## src/rtl/serial_mod_check_ctrl.sv

```systemverilog
// Bit-serial divisibility controller: takes W-bit words, shifts them MSB-first
// through a mod-DIVISOR residue tracker and returns divisible flag + remainder.
module serial_mod_check_ctrl #(
  parameter int W       = 8,
  parameter int DIVISOR = 5,
  parameter int REM_W   = 3
) (
  input  logic             clk,
  input  logic             rst,
  input  logic             clear,
  input  logic             in_valid,
  output logic             in_ready,
  input  logic [W-1:0]     in_data,
  input  logic             in_cont,
  output logic             res_valid,
  input  logic             res_ready,
  output logic             res_div,
  output logic [REM_W-1:0] res_rem,
  output logic             ser_valid,
  output logic             ser_bit,
  output logic             busy
);

  localparam int CNT_W = (W > 1) ? $clog2(W) : 1;
  localparam logic [REM_W:0] DIV_T = (REM_W+1)'(DIVISOR);

  typedef enum logic [1:0] {IDLE, SHIFT, DONE} state_t;

  state_t             state_q, state_d;
  logic [REM_W-1:0]   residue_q, residue_d;
  logic [W-1:0]       shreg_q, shreg_d;
  logic [CNT_W-1:0]   cnt_q, cnt_d;
  logic [REM_W:0]     step_t, step_sub;

  always_ff @(posedge clk or posedge rst) begin
    if (rst) begin
      state_q   <= IDLE;
      residue_q <= '0;
      shreg_q   <= '0;
      cnt_q     <= '0;
    end else begin
      state_q   <= state_d;
      residue_q <= residue_d;
      shreg_q   <= shreg_d;
      cnt_q     <= cnt_d;
    end
  end

  always_comb begin
    state_d = state_q;
    unique case (state_q)
      IDLE:    if (in_valid)      state_d = SHIFT;
      SHIFT:   if (cnt_q == '0)   state_d = DONE;
      DONE:    if (res_ready)     state_d = IDLE;
      default:                    state_d = IDLE;
    endcase
    if (clear) state_d = IDLE;
  end

  // t = 2*r + b never exceeds 2*DIVISOR-1, so a single conditional subtract reduces it
  assign step_t   = {residue_q, shreg_q[W-1]};
  assign step_sub = (step_t >= DIV_T) ? (step_t - DIV_T) : step_t;

  always_comb begin
    residue_d = residue_q;
    shreg_d   = shreg_q;
    cnt_d     = cnt_q;
    unique case (state_q)
      IDLE: begin
        if (in_valid) begin
          shreg_d = in_data;
          cnt_d   = CNT_W'(W-1);
          if (!in_cont) residue_d = '0;
        end
      end
      SHIFT: begin
        residue_d = step_sub[REM_W-1:0];
        shreg_d   = shreg_q << 1;
        cnt_d     = cnt_q - 1'b1;
      end
      default: ;
    endcase
    if (clear) residue_d = '0;
  end

  always_comb begin
    in_ready  = (state_q == IDLE);
    busy      = (state_q != IDLE);
    ser_valid = (state_q == SHIFT);
    ser_bit   = (state_q == SHIFT) && shreg_q[W-1];
    res_valid = (state_q == DONE);
    res_div   = (state_q == DONE) && (residue_q == '0);
    res_rem   = (state_q == DONE) ? residue_q : '0;
  end

endmodule

```

## config.mk

```make
export PLATFORM = sky130hd
export DESIGN_NAME = serial_mod_check_ctrl
export DESIGN_NICKNAME = d
export VERILOG_FILES = /design/src/rtl/serial_mod_check_ctrl.sv
export SDC_FILE = /design/constraint.sdc
export NUM_CORES = 1
export LEC_CHECK = 0
export ABC_CLOCK_PERIOD_IN_PS = 1550
export CAP_MARGIN = 15
export CELL_PAD_IN_SITES_DETAIL_PLACEMENT = 1
export CELL_PAD_IN_SITES_GLOBAL_PLACEMENT = 1
export CORE_AREA = 2 2 57 59
export CTS_CLUSTER_DIAMETER = 100
export DETAILED_ROUTE_END_ITERATION = 6
export DIE_AREA = 0 0 59 61
export GPL_TIMING_DRIVEN = 1
export PLACE_DENSITY = 0.76
export REMOVE_ABC_BUFFERS = 1
export SETUP_SLACK_MARGIN = 0.1
export SYNTH_ARGS = -nofsm -noshare
export SYNTH_HDL_FRONTEND = slang
export SYNTH_SLANG_ARGS = --single-unit
```

## constraint.sdc

```tcl
create_clock -name clk -period 1.55 [get_ports clk]
set_clock_uncertainty 0.1 [all_clocks]
set_input_delay 0.465 -clock clk [delete_from_list [all_inputs] [get_ports clk]]
set_output_delay 0.465 -clock clk [all_outputs]
set_load 0.02 [all_outputs]
```

==> impl_metrics.json, run 1 <==
{
  "nFillCells": 334,
  "maximum_fanout_encountered_on_the_critical_timing_path": 3,
  "worstReg2RegStart": "residue_q[0]",
  "clock-sinks": 16,
  "detail_route.first_pass.iterations": 4,
  "yosys_cells": 96,
  "post_synth_fa_ha_maj_area_fraction": 0.0567,
  "critical_path.reg2reg.endpoint": "residue_q[1]",
  "highest-signal-layer": "met4",
  "seqAreaFraction": 0.246,
  "cp.buffers_inverters": 1,
  "setup-violations-final": 13,
  "simple_gate_area_frac": 0.180,
  "worst-endpoint-arrival_ps": 1260,
  "synth-warning-count": 0,
  "n_multi_input_combinational_cell": 64,
  "lay_top_cells": "sky130_fd_sc_hd__buf_4 (25), sky130_fd_sc_hd__buf_6 (15), sky130_fd_sc_hd__dfrtp_1 (14), sky130_fd_sc_hd__clkdlybuf4s50_1 (12)",
  "placedInstanceArea_sq_um": 1280,
  "postRouteAntennaNets": 0,
  "setup-tns-final_ps": -2320,
  "drt-met1-wl_mm": 1.26,
  "place_inst": 168,
  "hold_class": "flip-flop to flip-flop",
  "buffers": 55,
  "registers.top_by_ff_count": "shreg_q",
  "setup_slack_ps": -276,
  "first_global_vias": 1036,
  "finalClockPeriodUsage": 1.18,
  "regToRegSetupSlack_ps": -90,
  "violations": "setup timing",
  "final_max_slew_viol_count": 0,
  "crit_family": "flip-flops",
  "fin_worst_hold_slack_ps": 385,
  "count_of_cell_types_in_the_netlist": 28,
  "nWellTaps": 33,
  "postSynth.topFlopCell": "sky130_fd_sc_hd__dfrtp_1",
  "synth.largest_area_cell": "sky130_fd_sc_hd__dfrtp_1",
  "synth.ff_latch_count": 16,
  "drt_iter0_markers": 10,
  "chipArea_sq_um": 3600,
  "finish.net_count": 170,
  "p_leak_uw": 0.000751,
  "largest_register_ff_count": 8,
  "grt_pass1_wl_mm": 4.78,
  "clock_tree_from_tritoncts": "built",
  "htree_num_levels": 1,
  "postLayoutCoreUtil": 0.554,
  "yosysTopAreaCellShare": 0.454,
  "worstPathCellList": "nor2_4, nor4b_4, buf_4",
  "grt_max_degree": 17,
  "seqCellArea_sq_um": 403,
  "synthMostInstantiatedCell": "sky130_fd_sc_hd__dfrtp_1",
  "post_synth_main_logic_family": "AND-OR/OR-AND gates",
  "hp-start": "shreg_q[2]",
  "detailedPlace.worstSlack_ps": -465,
  "antenna_cells": 0,
  "synth_area_per_cell_sq_um": 9.19,
  "synthCells": 96,
  "gr-max-usage-layer": "met2",
  "critical_path_depth": 3,
  "comb_power_share": 0.320,
  "post_synth_main_area_contributors": "sky130_fd_sc_hd__dfrtp_1 (45%), sky130_fd_sc_hd__ha_1 (5.7%), sky130_fd_sc_hd__and2_1 (5.0%), sky130_fd_sc_hd__inv_1 (4.7%), sky130_fd_sc_hd__a22oi_1 (4.3%)",
  "grt_util_met3": 0.0256,
  "vdd.ir_drop.worst_v": 0.000412,
  "layout.buffer.nonclock.area_share": 0.321,
  "wl_mm": 3.29,
  "crit_type": "flip-flop to output port",
  "routed-wl-met2_mm": 1.79,
  "power_frac_clock": 0.250,
  "worst_setup_path_endpoint": "res_div",
  "clk_share": 0.0222,
  "final_common_cell": "sky130_fd_sc_hd__buf_4",
  "power_per_cell_area_nw_per_um2": 700,
  "relative_contribution_of_sequential_cells_to_total_power": 0.430,
  "clock.fmax_mhz": 548,
  "met2_usage": 0.338,
  "dominant-cell-class": "multi-input combinational cells",
  "yosys.area_share.aoi": 0.210,
  "drive_gt1_frac": 0.523,
  "drv_cap": 0,
  "synth.top_cells.by_count": "sky130_fd_sc_hd__dfrtp_1 (16), sky130_fd_sc_hd__inv_1 (11), sky130_fd_sc_hd__nand2_1 (8), sky130_fd_sc_hd__and2_1 (7), sky130_fd_sc_hd__o21ai_0 (7)",
  "avgViaCountPerCell": 5.30,
  "required_ps": 980,
  "sequential_cell_area_fraction_in_the_yosys_report": 0.454,
  "worst_pin_slew_ps": 286,
  "finalHoldViolCount": 0,
  "post_cts_buffers": 4,
  "critical_path_cell_with_the_highest_stage_delay": "sky130_fd_sc_hd__dfrtp_2",
  "synth.area.mux_share": 0.0113,
  "timing.slew.headroom": 0.809,
  "clkLatencyLatePin_ps": 290,
  "inverters_excl_clock": 12,
  "antenna_violations_before_repair": 0,
  "area_growth_syn_to_layout_pct": 85.5,
  "start_kind": "flip-flop",
  "place_hpwl_mm": 2.05,
  "area_inside_the_core_boundary_sq_um": 2950,
  "outcome": "complete, but fails checks",
  "crit_start": "state_q[0]"
}
run_1/port_nets.png
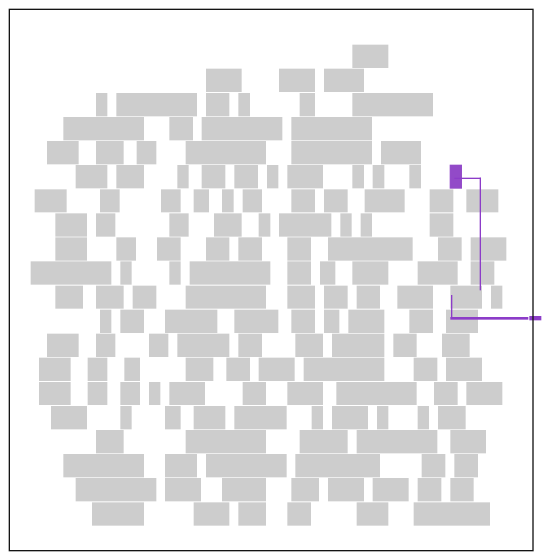
Purple marks `rst`, bits 1, direction input, end cells 1, buffers 1, wire 26.5 um.
top-level port count: 23
count of input and output buffers: 22

run_1/metal_stack.png
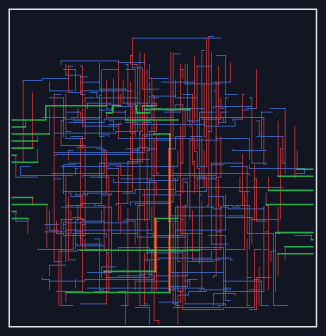
Orange marks met4, wire length 40.8 um. Red marks met2, wire length 1790 um. Blue marks met1, wire length 1260 um. Green marks met3, wire length 196 um.
routed len/inst: 17.9 um
via count: 976
total routing usage reported by global routing: 0.178

run_1/final_clocks.png
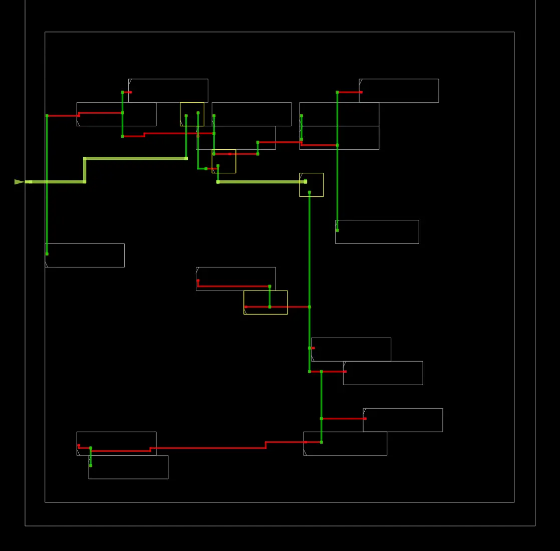
clock buffer count in the final layout: 4
power in the clock group: 286 uW
sequential cell count: 16
total clock buffers created by CTS: 3

run_1/gate_families.png
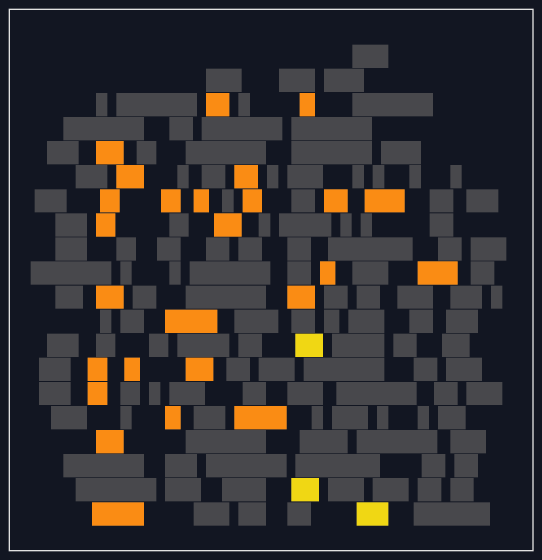

--- run 2 (diff from run 1) ---
- PLACE_DENSITY: 0.76 -> default
- PLACE_DENSITY_LB_ADDON: default -> 0.3
run_2/gate_families.png
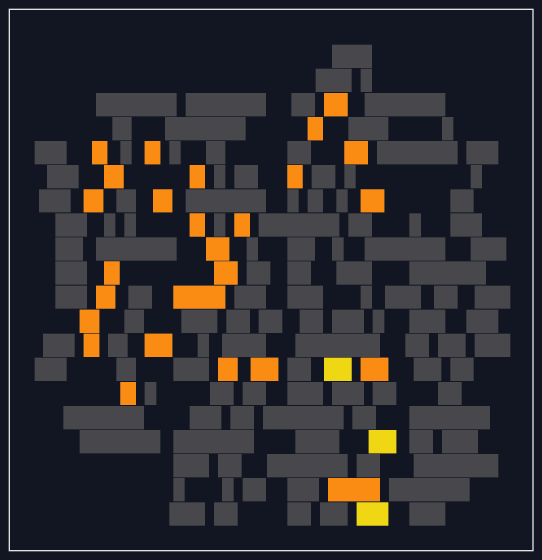
Orange marks inverting AOI/OAI gates, cells 26, most used o21ai_0. Yellow marks AND-OR and OR-AND gates, cells 3, most used a22o_1.
Final Non-Filler Cells: 177
fraction of area in multi-input gates: 0.352
most numerous logic cell after layout: sky130_fd_sc_hd__buf_4

==> impl_metrics.json, run 2 <==
{
  "grt_pass1_wl_mm": 4.32,
  "crit_type": "flip-flop to output port",
  "postLayoutCoreUtil": 0.503,
  "hp-start": "cnt_q[0]",
  "p_leak_uw": 0.000689,
  "io_pins": 23,
  "detailedPlace.worstSlack_ps": -431,
  "route.detailed.wl_per_inst_um": 15.0,
  "place_inst": 166,
  "post_cts_buffers": 1,
  "power_clock_uw": 277,
  "finalHoldViolCount": 0,
  "synthCells": 96,
  "vdd.ir_drop.worst_v": 0.000255,
  "seqAreaFraction": 0.271,
  "area_growth_syn_to_layout_pct": 68.5,
  "globalRouteTotalUtil": 0.163,
  "nWellTaps": 33,
  "buffers": 48,
  "yosys.area_share.aoi": 0.210,
  "count_of_cell_types_in_the_netlist": 28,
  "nFillCells": 336,
  "postSynth.topFlopCell": "sky130_fd_sc_hd__dfrtp_1",
  "worst_pin_slew_ps": 288,
  "grt_max_degree": 17,
  "relative_contribution_of_sequential_cells_to_total_power": 0.450,
  "place_hpwl_mm": 1.91,
  "drt_iter0_markers": 12,
  "outcome": "complete, but fails checks",
  "comb_power_uw": 323,
  "critical_path_depth": 5,
  "largest_register_ff_count": 8,
  "route.vias.total": 871,
  "postRouteAntennaNets": 0,
  "regToRegSetupSlack_ps": -30,
  "registers.top_by_ff_count": "shreg_q",
  "timing.slew.headroom": 0.807,
  "synth-warning-count": 0,
  "drv_cap": 0,
  "setup-tns-final_ps": -1870,
  "inverters_excl_clock": 12,
  "post_synth_main_area_contributors": "sky130_fd_sc_hd__dfrtp_1 (45%), sky130_fd_sc_hd__ha_1 (5.7%), sky130_fd_sc_hd__and2_1 (5.0%), sky130_fd_sc_hd__inv_1 (4.7%), sky130_fd_sc_hd__a22oi_1 (4.3%)",
  "clk_share": 0.0244,
  "n_clock_buffer": 4,
  "simple_gate_area_frac": 0.180,
  "avgViaCountPerCell": 4.92,
  "detail_route.first_pass.iterations": 4,
  "yosysTopAreaCellShare": 0.454,
  "met2_usage": 0.290,
  "wl_mm": 2.66,
  "numCtsBuffers": 3,
  "chipArea_sq_um": 3600,
  "violations": "setup timing",
  "antenna_violations_before_repair": 0,
  "drt-met1-wl_mm": 1.16,
  "clkLatencyLatePin_ps": 280,
  "synth.area.mux_share": 0.0113,
  "htree_num_levels": 1,
  "first_global_vias": 924,
  "gr-max-usage-layer": "met2",
  "lay_top_cells": "sky130_fd_sc_hd__buf_4 (24), sky130_fd_sc_hd__dfrtp_1 (14), sky130_fd_sc_hd__clkdlybuf4s50_1 (12), sky130_fd_sc_hd__buf_6 (11), sky130_fd_sc_hd__inv_1 (8)",
  "setup_slack_ps": -275,
  "finalClockPeriodUsage": 1.18,
  "synth.ff_latch_count": 16,
  "post_synth_fa_ha_maj_area_fraction": 0.0567,
  "dieWidth_um": 59,
  "n_multi_input_combinational_cell": 64,
  "worstReg2RegStart": "residue_q[0]",
  "setup-violations-final": 10,
  "seqCellArea_sq_um": 403,
  "crit_family": "flip-flops",
  "power_frac_clock": 0.254,
  "maximum_fanout_encountered_on_the_critical_timing_path": 3,
  "fin_worst_hold_slack_ps": 384,
  "placement.io_buffers": 22,
  "power_per_cell_area_nw_per_um2": 735,
  "critical_path.reg2reg.endpoint": "residue_q[1]",
  "synthMostInstantiatedCell": "sky130_fd_sc_hd__dfrtp_1",
  "clock_tree_from_tritoncts": "built",
  "worst_setup_path_endpoint": "res_rem[2]",
  "layout.buffer.nonclock.area_share": 0.291,
  "highest-signal-layer": "met4",
  "comb_power_share": 0.296,
  "sequential_cell_area_fraction_in_the_yosys_report": 0.454,
  "post_synth_main_logic_family": "AND-OR/OR-AND gates",
  "worstPathCellList": "inv_2, nor2_4, buf_4, and2_4, buf_6",
  "drive_gt1_frac": 0.438,
  "worst-endpoint-arrival_ps": 1260,
  "yosys_cells": 96,
  "synth.top_cells.by_count": "sky130_fd_sc_hd__dfrtp_1 (16), sky130_fd_sc_hd__inv_1 (11), sky130_fd_sc_hd__nand2_1 (8), sky130_fd_sc_hd__and2_1 (7), sky130_fd_sc_hd__o21ai_0 (7)"
}
Power and IR drop assume default switching activity.
